===== src/rtl/mips_pkg.sv =====
// -----------------------------------------------------------------------------
// mips_pkg
// Shared definitions for the 5-stage MIPS core datapath.
//   REG_ZERO      : index of the hard-wired zero register (never forwarded)
//   ALU_*         : ALU opcode encodings driven on alu_sel
//   fwd_sel_e     : operand source select produced by forward_unit
//   id_ex_ctrl_t  : control bundle carried by the ID/EX pipeline register
// -----------------------------------------------------------------------------
package mips_pkg;

  localparam logic [4:0] REG_ZERO = 5'd0;

  localparam logic [3:0] ALU_AND = 4'b0000;
  localparam logic [3:0] ALU_OR  = 4'b0001;
  localparam logic [3:0] ALU_ADD = 4'b0010;
  localparam logic [3:0] ALU_SUB = 4'b0110;
  localparam logic [3:0] ALU_SLT = 4'b0111;
  localparam logic [3:0] ALU_SLL = 4'b1000;
  localparam logic [3:0] ALU_SRL = 4'b1001;
  localparam logic [3:0] ALU_SRA = 4'b1010;
  localparam logic [3:0] ALU_NOR = 4'b1100;

  typedef enum logic [1:0] {
    FWD_REG = 2'b00,  // registered ID/EX value
    FWD_MWB = 2'b01,  // writeback data of the instruction in WB
    FWD_EXM = 2'b10   // ALU result of the instruction in MEM
  } fwd_sel_e;

  typedef struct packed {
    logic       reg_write;
    logic       mem_read;
    logic       mem_write;
    logic       mem_to_reg;
    logic       alu_src;
    logic [3:0] alu_sel;
  } id_ex_ctrl_t;

endpackage


===== src/rtl/id_ex_stage_forward_unit.sv =====
// -----------------------------------------------------------------------------
// forward_unit
// Combinational operand-source select for one EX source register.
// The younger producer (in MEM) wins over the older one (in WB); register 0
// is never forwarded because its value is architecturally constant.
// Ports:
//   src_i           : source register index of the instruction in EX
//   exm_reg_write_i : write enable of the instruction in MEM
//   exm_rd_i        : destination of the instruction in MEM
//   mwb_reg_write_i : write enable of the instruction in WB
//   mwb_rd_i        : destination of the instruction in WB
//   sel_o           : FWD_EXM / FWD_MWB / FWD_REG
// -----------------------------------------------------------------------------
module forward_unit
  import mips_pkg::*;
(
  input  logic [4:0] src_i,
  input  logic       exm_reg_write_i,
  input  logic [4:0] exm_rd_i,
  input  logic       mwb_reg_write_i,
  input  logic [4:0] mwb_rd_i,
  output fwd_sel_e   sel_o
);

  always_comb begin
    sel_o = FWD_REG;
    if (exm_reg_write_i && (exm_rd_i != REG_ZERO) && (exm_rd_i == src_i)) begin
      sel_o = FWD_EXM;
    end else if (mwb_reg_write_i && (mwb_rd_i != REG_ZERO) && (mwb_rd_i == src_i)) begin
      sel_o = FWD_MWB;
    end
  end

endmodule


===== src/rtl/id_ex_stage.sv =====
// -----------------------------------------------------------------------------
// id_ex_stage
// ID/EX pipeline register of the 5-stage MIPS core. Registers decoded operands
// and controls at the end of ID, resolves operand bypassing for the EX ALU,
// detects data hazards that need a stall, inserts bubbles and honours flushes.
//
// Build option:
//   ID_EX_FORWARDING_EN defined   : MEM/WB bypass muxes; stall only on load-use.
//   ID_EX_FORWARDING_EN undefined : no bypass; ID stalls while any producer of a
//                                   nonzero source is still in EX or MEM.
//
// Ports:
//   clk, rst                      : rising-edge clock, sync active-high reset
//   id_*                          : decoded instruction currently in ID
//   flush                         : kill the instruction entering EX
//   exm_reg_write/exm_rd/exm_result : producer in MEM
//   mwb_reg_write/mwb_rd/mwb_result : producer in WB
//   stall                         : hold PC and IF/ID (combinational)
//   ex_valid                      : EX holds a real instruction
//   alu_a, alu_b, alu_sel, alu_shamt : ALU inputs
//   ex_store_data                 : bypassed rt value for stores
//   ex_rd, ex_reg_write, ex_mem_read, ex_mem_write, ex_mem_to_reg : EX controls
// -----------------------------------------------------------------------------
module id_ex_stage
  import mips_pkg::*;
#(
  parameter int n = 32
) (
  input  logic         clk,
  input  logic         rst,
  input  logic         id_valid,
  input  logic [n-1:0] id_rs_data,
  input  logic [n-1:0] id_rt_data,
  input  logic [4:0]   id_rs,
  input  logic [4:0]   id_rt,
  input  logic [4:0]   id_rd,
  input  logic [n-1:0] id_imm,
  input  logic [4:0]   id_shamt,
  input  logic [3:0]   id_alu_sel,
  input  logic         id_alu_src,
  input  logic         id_reg_write,
  input  logic         id_mem_read,
  input  logic         id_mem_write,
  input  logic         id_mem_to_reg,
  input  logic         flush,
  input  logic         exm_reg_write,
  input  logic [4:0]   exm_rd,
  input  logic [n-1:0] exm_result,
  input  logic         mwb_reg_write,
  input  logic [4:0]   mwb_rd,
  input  logic [n-1:0] mwb_result,
  output logic         stall,
  output logic         ex_valid,
  output logic [n-1:0] alu_a,
  output logic [n-1:0] alu_b,
  output logic [3:0]   alu_sel,
  output logic [4:0]   alu_shamt,
  output logic [n-1:0] ex_store_data,
  output logic [4:0]   ex_rd,
  output logic         ex_reg_write,
  output logic         ex_mem_read,
  output logic         ex_mem_write,
  output logic         ex_mem_to_reg
);

  logic         valid_q,   valid_d;
  id_ex_ctrl_t  ctrl_q,    ctrl_d;
  logic [n-1:0] rs_data_q, rs_data_d;
  logic [n-1:0] rt_data_q, rt_data_d;
  logic [n-1:0] imm_q,     imm_d;
  logic [4:0]   rs_q,      rs_d;
  logic [4:0]   rt_q,      rt_d;
  logic [4:0]   rd_q,      rd_d;
  logic [4:0]   shamt_q,   shamt_d;

  logic [n-1:0] rs_fwd;
  logic [n-1:0] rt_fwd;

  // Next-state: flush and stall both load a bubble (all fields cleared).
  always_comb begin
    valid_d   = 1'b0;
    ctrl_d    = '0;
    rs_data_d = '0;
    rt_data_d = '0;
    imm_d     = '0;
    rs_d      = '0;
    rt_d      = '0;
    rd_d      = '0;
    shamt_d   = '0;
    if (!flush && !stall) begin
      valid_d            = id_valid;
      ctrl_d.reg_write   = id_reg_write;
      ctrl_d.mem_read    = id_mem_read;
      ctrl_d.mem_write   = id_mem_write;
      ctrl_d.mem_to_reg  = id_mem_to_reg;
      ctrl_d.alu_src     = id_alu_src;
      ctrl_d.alu_sel     = id_alu_sel;
      rs_data_d          = id_rs_data;
      rt_data_d          = id_rt_data;
      imm_d              = id_imm;
      rs_d               = id_rs;
      rt_d               = id_rt;
      rd_d               = id_rd;
      shamt_d            = id_shamt;
    end
  end

  // ID -> EX register boundary
  always_ff @(posedge clk) begin
    if (rst) begin
      valid_q   <= 1'b0;
      ctrl_q    <= '0;
      rs_data_q <= '0;
      rt_data_q <= '0;
      imm_q     <= '0;
      rs_q      <= '0;
      rt_q      <= '0;
      rd_q      <= '0;
      shamt_q   <= '0;
    end else begin
      valid_q   <= valid_d;
      ctrl_q    <= ctrl_d;
      rs_data_q <= rs_data_d;
      rt_data_q <= rt_data_d;
      imm_q     <= imm_d;
      rs_q      <= rs_d;
      rt_q      <= rt_d;
      rd_q      <= rd_d;
      shamt_q   <= shamt_d;
    end
  end

`ifdef ID_EX_FORWARDING_EN
  fwd_sel_e rs_sel;
  fwd_sel_e rt_sel;

  forward_unit u_fwd_rs (
    .src_i           (rs_q),
    .exm_reg_write_i (exm_reg_write),
    .exm_rd_i        (exm_rd),
    .mwb_reg_write_i (mwb_reg_write),
    .mwb_rd_i        (mwb_rd),
    .sel_o           (rs_sel)
  );

  forward_unit u_fwd_rt (
    .src_i           (rt_q),
    .exm_reg_write_i (exm_reg_write),
    .exm_rd_i        (exm_rd),
    .mwb_reg_write_i (mwb_reg_write),
    .mwb_rd_i        (mwb_rd),
    .sel_o           (rt_sel)
  );

  always_comb begin
    rs_fwd = rs_data_q;
    case (rs_sel)
      FWD_EXM: rs_fwd = exm_result;
      FWD_MWB: rs_fwd = mwb_result;
      default: rs_fwd = rs_data_q;
    endcase
  end

  always_comb begin
    rt_fwd = rt_data_q;
    case (rt_sel)
      FWD_EXM: rt_fwd = exm_result;
      FWD_MWB: rt_fwd = mwb_result;
      default: rt_fwd = rt_data_q;
    endcase
  end

  // Only a load in EX cannot be bypassed in time: its data exists after MEM.
  assign stall = id_valid && valid_q && ctrl_q.mem_read && (rd_q != REG_ZERO) &&
                 ((rd_q == id_rs) || (rd_q == id_rt));
`else
  logic ex_wr_valid;
  logic rs_hit;
  logic rt_hit;
  logic unused_nofwd;

  assign rs_fwd = rs_data_q;
  assign rt_fwd = rt_data_q;

  // Without bypass, ID waits until every pending producer has reached WB,
  // where the write-through register file supplies the value directly.
  assign ex_wr_valid = valid_q && ctrl_q.reg_write;
  assign rs_hit = (id_rs != REG_ZERO) &&
                  ((ex_wr_valid && (rd_q == id_rs)) || (exm_reg_write && (exm_rd == id_rs)));
  assign rt_hit = (id_rt != REG_ZERO) &&
                  ((ex_wr_valid && (rd_q == id_rt)) || (exm_reg_write && (exm_rd == id_rt)));
  assign stall  = id_valid && (rs_hit || rt_hit);

  assign unused_nofwd = ^{exm_result, mwb_reg_write, mwb_rd, mwb_result, rs_q, rt_q};
`endif

  assign ex_valid      = valid_q;
  assign alu_a         = rs_fwd;
  assign alu_b         = ctrl_q.alu_src ? imm_q : rt_fwd;
  assign alu_sel       = ctrl_q.alu_sel;
  assign alu_shamt     = shamt_q;
  assign ex_store_data = rt_fwd;
  assign ex_rd         = rd_q;
  assign ex_reg_write  = ctrl_q.reg_write;
  assign ex_mem_read   = ctrl_q.mem_read;
  assign ex_mem_write  = ctrl_q.mem_write;
  assign ex_mem_to_reg = ctrl_q.mem_to_reg;

endmodule


===== config.mk =====
export PLATFORM = sky130hd
export DESIGN_NAME = id_ex_stage
export DESIGN_NICKNAME = d
export VERILOG_FILES = /design/src/rtl/mips_pkg.sv /design/src/rtl/id_ex_stage_forward_unit.sv /design/src/rtl/id_ex_stage.sv
export SDC_FILE = /design/constraint.sdc
export NUM_CORES = 1
export LEC_CHECK = 0
export ABC_AREA = 1
export ABC_CLOCK_PERIOD_IN_PS = 3200
export CORE_AREA = 2 2 124 126
export CTS_CLUSTER_SIZE = 12
export DETAILED_ROUTE_END_ITERATION = 10
export DIE_AREA = 0 0 126 128
export GPL_ROUTABILITY_DRIVEN = 1
export GPL_TIMING_DRIVEN = 0
export PLACE_DENSITY_LB_ADDON = 0.1
export SLEW_MARGIN = 5
export SYNTH_ARGS = -nofsm -noshare
export SYNTH_HDL_FRONTEND = slang
export SYNTH_SLANG_ARGS = --single-unit

===== constraint.sdc =====
create_clock -name clk -period 3.2 [get_ports clk]
set_input_delay 0.96 -clock clk [delete_from_list [all_inputs] [get_ports clk]]
set_output_delay 0.96 -clock clk [all_outputs]
set_load 0.02 [all_outputs]

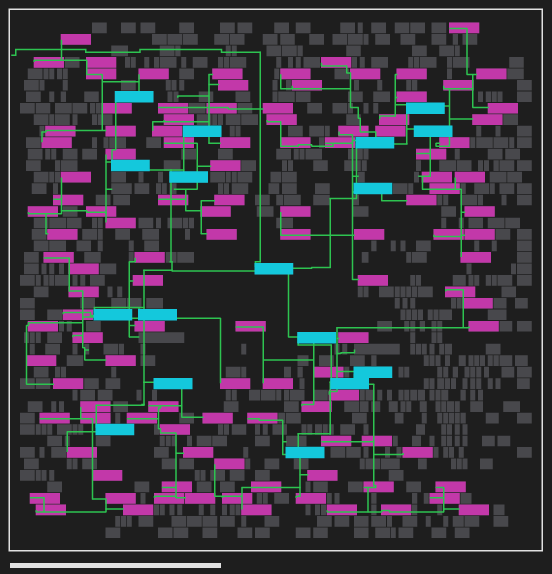
clock_map.png
Scale bar: 50 um.
[cyan] cells driving clock nets | count: 17
[magenta] flip-flops | count: 116
[green] clock wires | length: 1,610 um
flops lie	all over the die
routed clock nets	18

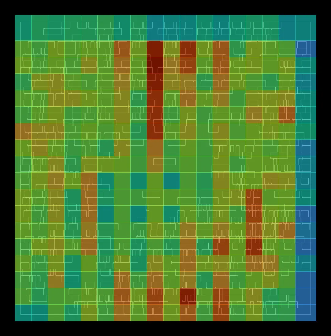
final_congestion.png
Final Core Density: 0.499
GRT met3 Usage: 0.0776
average wire per standard cell: 12.5 um
GR Util met1: 0.159

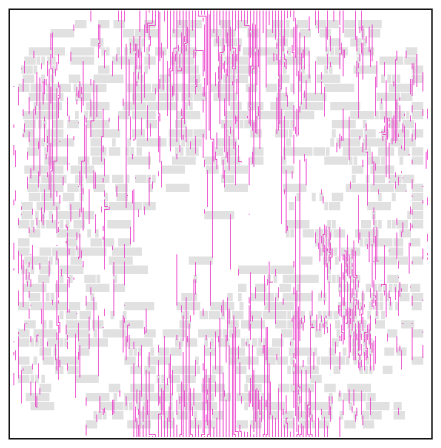
met2.png
wire length on this layer	5,970 um
share of all routed wire	49%
main direction	vertical
nets with wire on the layer	733
total wirelength of the detailed-routed design: 12,200 um
met2 usage: 0.261
count of vias placed by the detailed router: 3,818

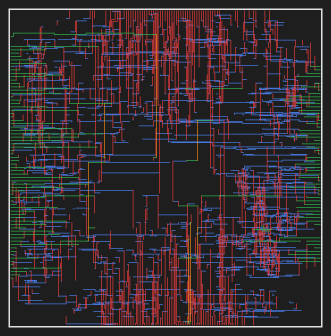
metal_stack.png
color	layer	wire length
orange	met4	206 um
blue	met1	4,730 um
red	met2	5,970 um
green	met3	1,340 um
global-route usage over all layers: 0.153

placed cells by master, fill, tap and decap left out:
cell             instances
buf_2                    6
buf_4                    5
buf_6                    7
bufinv_16                2
clkbuf_1                 5
clkbuf_16               17
clkbuf_4                 2
clkbuf_8                 2
clkdlybuf4s50_1        233
clkinv_2                 2
clkinvlp_4               1
dfxtp_1                116
dlygate4sd2_1           14
dlymetal6s2s_1           2
inv_1                  134
inv_2                    3
mux2_2                  32
nand2_1                 58
nand2_2                  6
nand3_1                  6
nand4_1                  1
nor2_1                 131
nor2_2                   1
nor3_1                   2
worst max-delay path, cell delays in order:
cell           delay [ps]
dlygate4sd2_1         290
inv_1                  70
nand2_1                60
nand2_1                50
nor2_1                130
nand3_1                90
nand2_1                70
nand2_1                70
nand2_1                80
nand2_2                60
inv_2                  60
buf_6                 110
layer usage:
layer | GRT usage | wire [um]
met5 | 0 | 0
met4 | 0.0692 | 205
met3 | 0.0776 | 1340
met2 | 0.261 | 5970
met1 | 0.159 | 4730
what timing repair did:
item / 4_1_cts / 5_1_grt
gates resized: 24 / 12
pin swaps: 0 / 4
endpoints found under the setup margin: 31 / 22
endpoints found under the hold margin: 0 / 0
metrics by stage:
step | setup slack (ps) | cells | hold WS, ps | util
after global routing | 29.1 | 976 | 910 | 0.499
after detailed placement | -611 | 948 | 802 | 0.462
after CTS | -19.0 | 977 | 828 | 0.498
after global placement | -603 | 948 | 824 | 0.462
after floorplan | 610 | 510 | 837 | -
final | 146 | 976 | 815 | 0.499
how the worst max path moves through the flow:
| stage | endpoint | from | slack (ps) |
|---|---|---|---|
| 2_1_floorplan | stall | id_rs[0] | 610 |
| 3_3_place_gp | stall | id_rt[4] | -600 |
| 3_5_place_dp | stall | id_rt[4] | -610 |
| 4_1_cts | alu_b[1] | ctrl_q[4]$_SDFF_PP0_ | -20 |
| 5_1_grt | stall | id_rs[4] | 30 |
| 6_report | stall | id_rt[4] | 150 |
cells by family (layout without fill, tap and decap cells):
family                 Yosys count  after routing  share of synthesized area
AND/OR/NAND/NOR                205            205                      0.190
multiplexers                    32             32                     0.0874
buffers and inverters          157            435                      0.159
flip-flops                     116            116                      0.563
area by class of cell:
type | instances | area (um^2)
Sequential cell | 116 | 2320
Inverter | 137 | 514
Timing Repair Buffer | 250 | 2490
Fill cell | 1473 | 7440
Multi-Input combinational cell | 237 | 1160
Tap cell | 188 | 235
Buffer | 19 | 150
Clock buffer | 24 | 472
Clock inverter | 5 | 77.6
power by group:
group | total [W] | switching (W) | internal [W]
registers | 0.00153 | 0.0000228 | 0.00151
logic | 0.000543 | 0.000235 | 0.000308
clock network | 0.00178 | 0.000608 | 0.00117
==> run summary <==
Purpose: to document the outcome of synthesis and place and route.

Cells and area
The layout summary lists the proportion of cells stronger than drive strength 1 as 0.109. After routing the design area is 0.00742 mm^2. The post-layout net count is 983. The number of antenna diodes in the final layout is 0. The relative area change from synthesis to final layout is 80.0%.

Placed design
The post-placement cell area is 0.00686 mm^2. The number of buffers inserted by port buffering is 250. The final weighted congestion in routability-driven placement is 0.824. The placed wire-length estimate is 9450 um.

CTS
The number of clock buffers added by TritonCTS is 17. After clock tree synthesis, the flow added hold-fix buffers numbering 0. The clock latency at the later pin of the worst-skew pair is 400 ps.

TritonCTS reports the number of clock sinks as 116. The clock-pin slew reported for the worst setup and hold paths after clock tree synthesis is 50 ps. The buffer type at the clock tree root is clkbuf_16. The TritonCTS clock tree is yes.

Buffers added to address setup during post-CTS repair amount to 0. The buffer levels on the longest clock path is 2. The H-tree depth reported by CTS is 4.

STA
The worst path in the final design needs a cycle of 3050 ps, including I/O delays and setup. The final tally of setup violations is 0. The final timing report lists a max-slew violation count of 0. For the pin with the worst max-slew slack, the measured transition is 276 ps. The peak clock frequency supported by timing is 0.327 GHz.

In the final run the clock tree shows a worst skew of 8.62 ps. The number of hold violations in the final report is 0. Setup repair after global routing left no endpoint under its margin.

Post-route period utilization is reported as 0.954. The worst-case headroom to the max-slew limit is 0.816. Summed over all failing endpoints, the final setup total negative slack is 0 ps.

Die
The die covers 0.0161 mm^2. The area of the placeable core is 0.0149 mm^2. The site row count is 45. The die span in x is 126 um. The initial utilization of the core area, before any placement, comes to 0.277. The top-level port count is 321. From bottom edge to top edge, the die measures 128 um.

Yosys
The area of the mapped netlist is 0.00412 mm^2. Per the synthesis report, the number of distinct cell types is 15. The cell count after synthesis is 510. The area fraction of the largest cell type after synthesis is 0.563.

The most frequent cell after synthesis is inv_1. The synthesized chip area reported by yosys is 0.00412 mm^2. The count of library flops with an enable pin is 0. Counting the warning lines in the Yosys log gives 0. The cell type that accounts for the most area after synthesis is dfxtp_1.

The dominant synthesized flop cell is dfxtp_1. In the post-synthesis netlist, the biggest area contributors are dfxtp_1 (56%), inv_1 (12%), nor2_1 (12%). The share of the Yosys chip area taken by registers is 0.563. Once synthesis finished, the tally of register bits stood at 116. Synthesis produced a netlist with a net count of 715.

The async set or reset register ratio after synthesis is 0. The number of standard cells reported by yosys is 510. The mean cell area of the mapped netlist is 8.09 um^2. By count the netlist is led by inv_1 (136), nor2_1 (132), dfxtp_1 (116), nand2_1 (63), mux2_2 (32).

Routing
The count of nets left with antenna violations once routing finished came out at 0. Once iteration 0 of detailed routing completed, the report listed 123 DRC markers. The routed design shows a via density per instance of 3.91.

Per the detail_route report, DRC violations left total 0. The first detailed-routing pass ran for 4 iterations.

Flow run
Max-cap violations in this run came to 0. The logs give a warning total of 97.

Setup path
The data arrival time of the critical path is 2090 ps. STA classifies the critical path endpoint as an output port. The start-to-end type of the worst setup path is primary input to output port.

The data required time reported for the critical path is 2240 ps. The startpoint identified for the worst register-to-register timing path is ex_rd[0]$_SDFF_PP0_. The top fanout value on the critical path is 4. The worst-case reg-to-reg setup slack stands at 1490 ps. The worst setup path is launched from a primary input. Measured in cells, the most critical reg-to-reg path has a length of 13.

The reg-to-reg endpoint is ex_store_data[21]$_SDFF_PP0_.

Pwr
The leakage power of the design is 3.62 nW. The final power report lists total power as 0.00385 W. The power per cell area is 519 mW/mm^2. The worst-case IR drop observed on VDD is 0.000317 V.

Status
The flow ran to the end, and the final reports show no timing, DRC or antenna violations.

Min path
Checking hold timing, the worst path is listed with class register to register. The end point of the most critical hold path is ex_valid$_SDFF_PP0_. Looking at hold timing, the worst path starts from ex_reg_write$_SDFF_PP0_. The count of cells along the worst hold path is 9.

Global routing
The number of antenna violations at the first check in global routing is 0. The via count of the first global-routing pass is 3,957. The global route stage reports its total congestion overflow as 0. Entering global routing, the biggest net connects 17 pins. The first global-routing pass estimated 19,100 um of wire.
Power figures rest on the tool's default switching activity, not on a simulated workload.
